[src/rtl/sd_spi_cmd.sv]
// SD card SPI command engine.
// Sends the 6-byte command frame (with CRC7), then polls for the R1 response.
// Frame per command: one FF preamble, six command bytes, 1..RESP_TIMEOUT poll
// bytes and one FF trailer, all back to back in SPI mode 0.
module sd_spi_cmd #(
    parameter int CLK_DIV      = 4,
    parameter int RESP_TIMEOUT = 8
) (
    input  logic        clk,
    input  logic        reset,
    input  logic        cmd_start,
    input  logic [5:0]  cmd_index,
    input  logic [31:0] cmd_arg,
    input  logic        hold_cs,
    output logic        busy,
    output logic        done,
    output logic [7:0]  r1,
    output logic        timeout,
    output logic        sdCS,
    output logic        sdSCLK,
    output logic        sdMOSI,
    input  logic        sdMISO
);

    localparam int PH_W = $clog2(2 * CLK_DIV);

    typedef enum logic [2:0] {IDLE, PRE, SEND, POLL, POST, DONE} state_t;

    state_t           state, state_n;
    logic [PH_W-1:0]  ph;
    logic [2:0]       bit_cnt;
    logic [2:0]       byte_cnt;
    logic [7:0]       poll_cnt;
    logic [7:0]       tx;
    logic [7:0]       rx;
    logic [5:0]       idx_q;
    logic [31:0]      arg_q;
    logic             hold_q;

    logic             active;
    logic             rise;
    logic             cell_end;
    logic             byte_end;
    logic             resp_ok;
    logic             poll_last;
    logic [2:0]       cmd_sel;
    logic [7:0]       next_byte;
    logic [6:0]       crc;
    logic [47:0]      frame;

    // CRC7 (x^7 + x^3 + 1), MSB first, zero initial value
    function automatic logic [6:0] crc7(input logic [39:0] data);
        logic [6:0] c;
        logic       fb;
        c = '0;
        for (int unsigned i = 0; i < 40; i++) begin
            fb = c[6] ^ data[39-i];
            c  = {c[5:0], 1'b0};
            if (fb) c = c ^ 7'h09;
        end
        return c;
    endfunction

    assign crc   = crc7({2'b01, idx_q, arg_q});
    assign frame = {2'b01, idx_q, arg_q, crc, 1'b1};

    // Sequencing strobes, next-state decision and the byte to load next
    always_comb begin
        state_n   = state;
        next_byte = 8'hFF;
        active    = (state == PRE) || (state == SEND) || (state == POLL) || (state == POST);
        rise      = active && (ph == PH_W'(CLK_DIV - 1));
        cell_end  = active && (ph == PH_W'(2 * CLK_DIV - 1));
        byte_end  = cell_end && (bit_cnt == 3'd7);
        resp_ok   = ~rx[7];
        poll_last = (poll_cnt == 8'(RESP_TIMEOUT - 1));
        cmd_sel   = (state == PRE) ? 3'd0 : byte_cnt + 3'd1;
        busy      = active;
        done      = (state == DONE);

        if ((state == PRE) || ((state == SEND) && (byte_cnt != 3'd5))) begin
            case (cmd_sel)
                3'd0:    next_byte = frame[47:40];
                3'd1:    next_byte = frame[39:32];
                3'd2:    next_byte = frame[31:24];
                3'd3:    next_byte = frame[23:16];
                3'd4:    next_byte = frame[15:8];
                default: next_byte = frame[7:0];
            endcase
        end

        case (state)
            IDLE: if (cmd_start) state_n = PRE;
            PRE:  if (byte_end) state_n = SEND;
            SEND: if (byte_end && (byte_cnt == 3'd5)) state_n = POLL;
            POLL: if (byte_end && (resp_ok || poll_last)) state_n = POST;
            POST: if (byte_end) state_n = DONE;
            DONE: state_n = IDLE;
            default: state_n = IDLE;
        endcase
    end

    // State register
    always_ff @(posedge clk) begin
        if (reset) state <= IDLE;
        else       state <= state_n;
    end

    // Bit-cell timing, shifting, response capture and pin registers
    always_ff @(posedge clk) begin
        if (reset) begin
            sdCS     <= 1'b1;
            sdSCLK   <= 1'b0;
            sdMOSI   <= 1'b1;
            r1       <= 8'hFF;
            timeout  <= 1'b0;
            ph       <= '0;
            bit_cnt  <= '0;
            byte_cnt <= '0;
            poll_cnt <= '0;
            tx       <= '1;
            rx       <= '1;
            idx_q    <= '0;
            arg_q    <= '0;
            hold_q   <= 1'b0;
        end else if (state == IDLE) begin
            if (cmd_start) begin
                idx_q    <= cmd_index;
                arg_q    <= cmd_arg;
                hold_q   <= hold_cs;
                timeout  <= 1'b0;
                sdCS     <= 1'b0;
                sdSCLK   <= 1'b0;
                sdMOSI   <= 1'b1;
                tx       <= 8'hFF;
                ph       <= '0;
                bit_cnt  <= '0;
                byte_cnt <= '0;
                poll_cnt <= '0;
            end
        end else if (active) begin
            ph <= cell_end ? '0 : ph + PH_W'(1);
            if (rise) begin
                sdSCLK <= 1'b1;
                rx     <= {rx[6:0], sdMISO};
            end
            if (cell_end) begin
                sdSCLK  <= 1'b0;
                bit_cnt <= bit_cnt + 3'd1;
                if (!byte_end) begin
                    tx     <= {tx[6:0], 1'b0};
                    sdMOSI <= tx[6];
                end else begin
                    tx     <= next_byte;
                    sdMOSI <= next_byte[7];
                    case (state)
                        SEND: if (byte_cnt != 3'd5) byte_cnt <= byte_cnt + 3'd1;
                        POLL: begin
                            poll_cnt <= poll_cnt + 8'd1;
                            if (resp_ok) begin
                                r1 <= rx;
                            end else if (poll_last) begin
                                r1      <= 8'hFF;
                                timeout <= 1'b1;
                            end
                        end
                        POST: if (!hold_q) sdCS <= 1'b1;
                        default: ;
                    endcase
                end
            end
        end
    end

endmodule

[config.mk]
export PLATFORM = sky130hd
export DESIGN_NAME = sd_spi_cmd
export DESIGN_NICKNAME = d
export VERILOG_FILES = /design/src/rtl/sd_spi_cmd.sv
export SDC_FILE = /design/constraint.sdc
export NUM_CORES = 1
export LEC_CHECK = 0
export ABC_AREA = 1
export CAP_MARGIN = 5
export CORE_AREA = 8 8 103 105
export CTS_BUF_LIST = sky130_fd_sc_hd__clkbuf_16
export DETAILED_ROUTE_END_ITERATION = 8
export DIE_AREA = 0 0 111 113
export PLACE_DENSITY = 0.9
export REMOVE_ABC_BUFFERS = 1
export SETUP_SLACK_MARGIN = 0.2
export SYNTH_ARGS = -nofsm -noshare
export SYNTH_HDL_FRONTEND = slang
export SYNTH_SLANG_ARGS = --single-unit
export TNS_END_PERCENT = 1
[constraint.sdc]
create_clock -name clk -period 2.6 [get_ports clk]
set_input_delay 0.52 -clock clk [delete_from_list [all_inputs] [get_ports clk]]
set_output_delay 0.52 -clock clk [all_outputs]
set_load 0.02 [all_outputs]
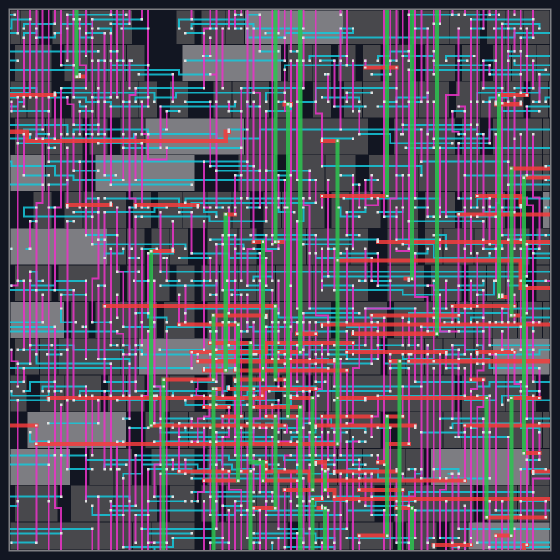
**Above:** layout detail.
Window x 36 to 76, y 36 to 76 um. Cells in gray, sequential cells in the stronger gray; small squares are vias.
[M3] red
[M1] cyan
[M4] green
[M2] magenta
sequential cells in the window: 12
netlist names of flops here include: tx (4), arg_q (3), byte_cnt (3)
cells with their middle in the window: 211
most frequent: nand2_1 (53), inv_1 (25), nand3_1 (18)

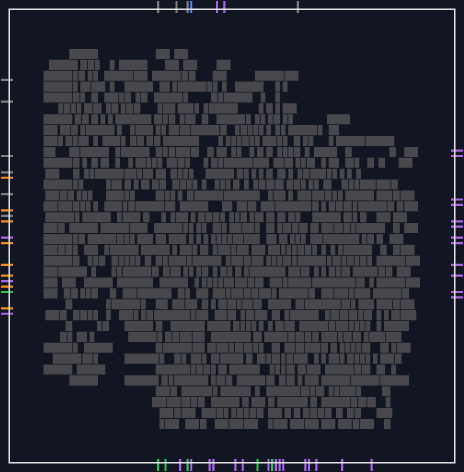
**Above:** ports around the boundary.
Drawn at 4 px/um. Pins as bars across the die edge, other pins in gray.
[cmd_arg] purple | pins: 32 | direction: input | edge: 15 south, 12 east, 3 west, 2 north
[cmd_index] green | pins: 6 | direction: input | edge: 5 south, 1 west
[r1] orange | pins: 8 | direction: output | edge: west
[hold_cs] blue | pins: 1 | direction: input | edge: north
all pins by edge: 20 south, 18 west, 12 east, 7 north

==> reports/results.tsv <==
stage	metric	value	unit
cells_and_area	largest_class	logic gates	
global_routing	grt_first_pass_wirelength	21900	um
sta	finalSetupViolations	1	
yosys	ys_sh_aoi	17.3	%
yosys	yosysWarnings	0	
outcome	status	finished, violations left	
yosys	ys_area	4940	um2
sta	worstMarginPinSlew	758	ps
sta	setup_slack	-2.45	ps
worst_hold_path	hp-class	flop to flop	
yosys	numSynthFlops	86	
flow_run	drv_cap	0	
outcome	violations	negative setup slack	
sta	max_freq	0.384	GHz
sta	finalSetupTns	-2.45	ps
cells_and_area	fin_nets	873	
worst_hold_path	min-delay-start	bit_cnt[0]	
yosys	synthArstFlopShare	0	%
yosys	mux_area_share	0	%
yosys	synth_top_flop_cell	dfxtp_1	
floorplanning	die_area	12500	um2
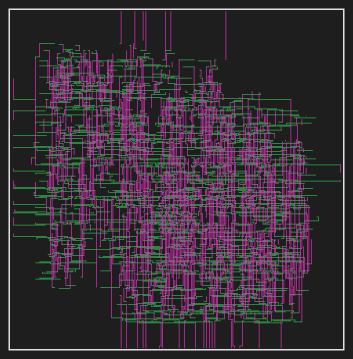
**Above:** routed metal, one color a layer.
Drawn at 3 px/um. Only two layers are drawn.
[M1] green | wire length: 5,860 um
[M2] magenta | wire length: 7,190 um

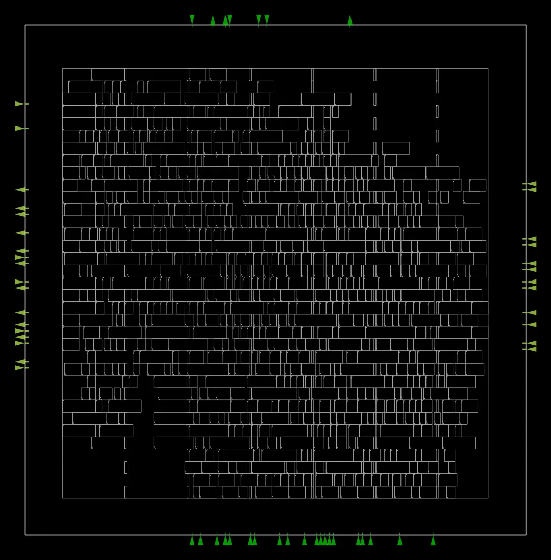
**Above:** placed standard cells.
Flop Count: 86
final core utilization: 71.2%
flop share of the area: 27.4%

-- Yosys cell counts (2+ instances only) --
cell	instances	area share (%)
xor2_1	16	2.8
nand2_2	17	2.2
a21oi_1	56	5.7
nor3_2	2	0.41
o2111ai_1	2	0.35
or2_1	2	0.25
o211ai_1	4	0.61
xnor2_1	14	2.5
ha_1	8	2.0
buf_4	2	0.30
nand3_1	58	5.9
a211oi_1	5	0.76
dfxtp_1	86	35
inv_2	8	0.61
nor2_1	43	3.3
nor2_2	5	0.63
nand2_1	203	15
o21ai_0	68	6.9
clkinv_1	3	0.23
buf_2	2	0.20
inv_1	98	7.4
o22ai_1	9	1.1
buf_6	2	0.46
nor3_1	7	0.71
clkbuf_1	16	1.2
nand4_1	2	0.25
a2111oi_0	6	1.1
-- registers in the layout, summed over array words and instances, names as in the netlist --
signal,flops
arg_q,32
poll_cnt,8
r1,8
rx,8
tx,7
idx_q,6
bit_cnt,3
byte_cnt,3
ph,3
state,3
hold_q,1
sdCS,1
sdMOSI,1
sdSCLK,1
timeout,1
-- timing repair --
action | in CTS | in global routing
setup endpoints to repair | 8 | 14
pin swaps | 0 | 42
resized | 3 | 115
setup buffers | 0 | 7
-- layout by cell type (no fill, tap or decap), drive strengths merged, types with 16 or more instances in the layout --
cell           count
clkdlybuf4s50     55
dfxtp             86
inv              111
buf               22
nand2            221
xor2              16
nor2              49
nand3             58
a21oi             56
o21ai             70
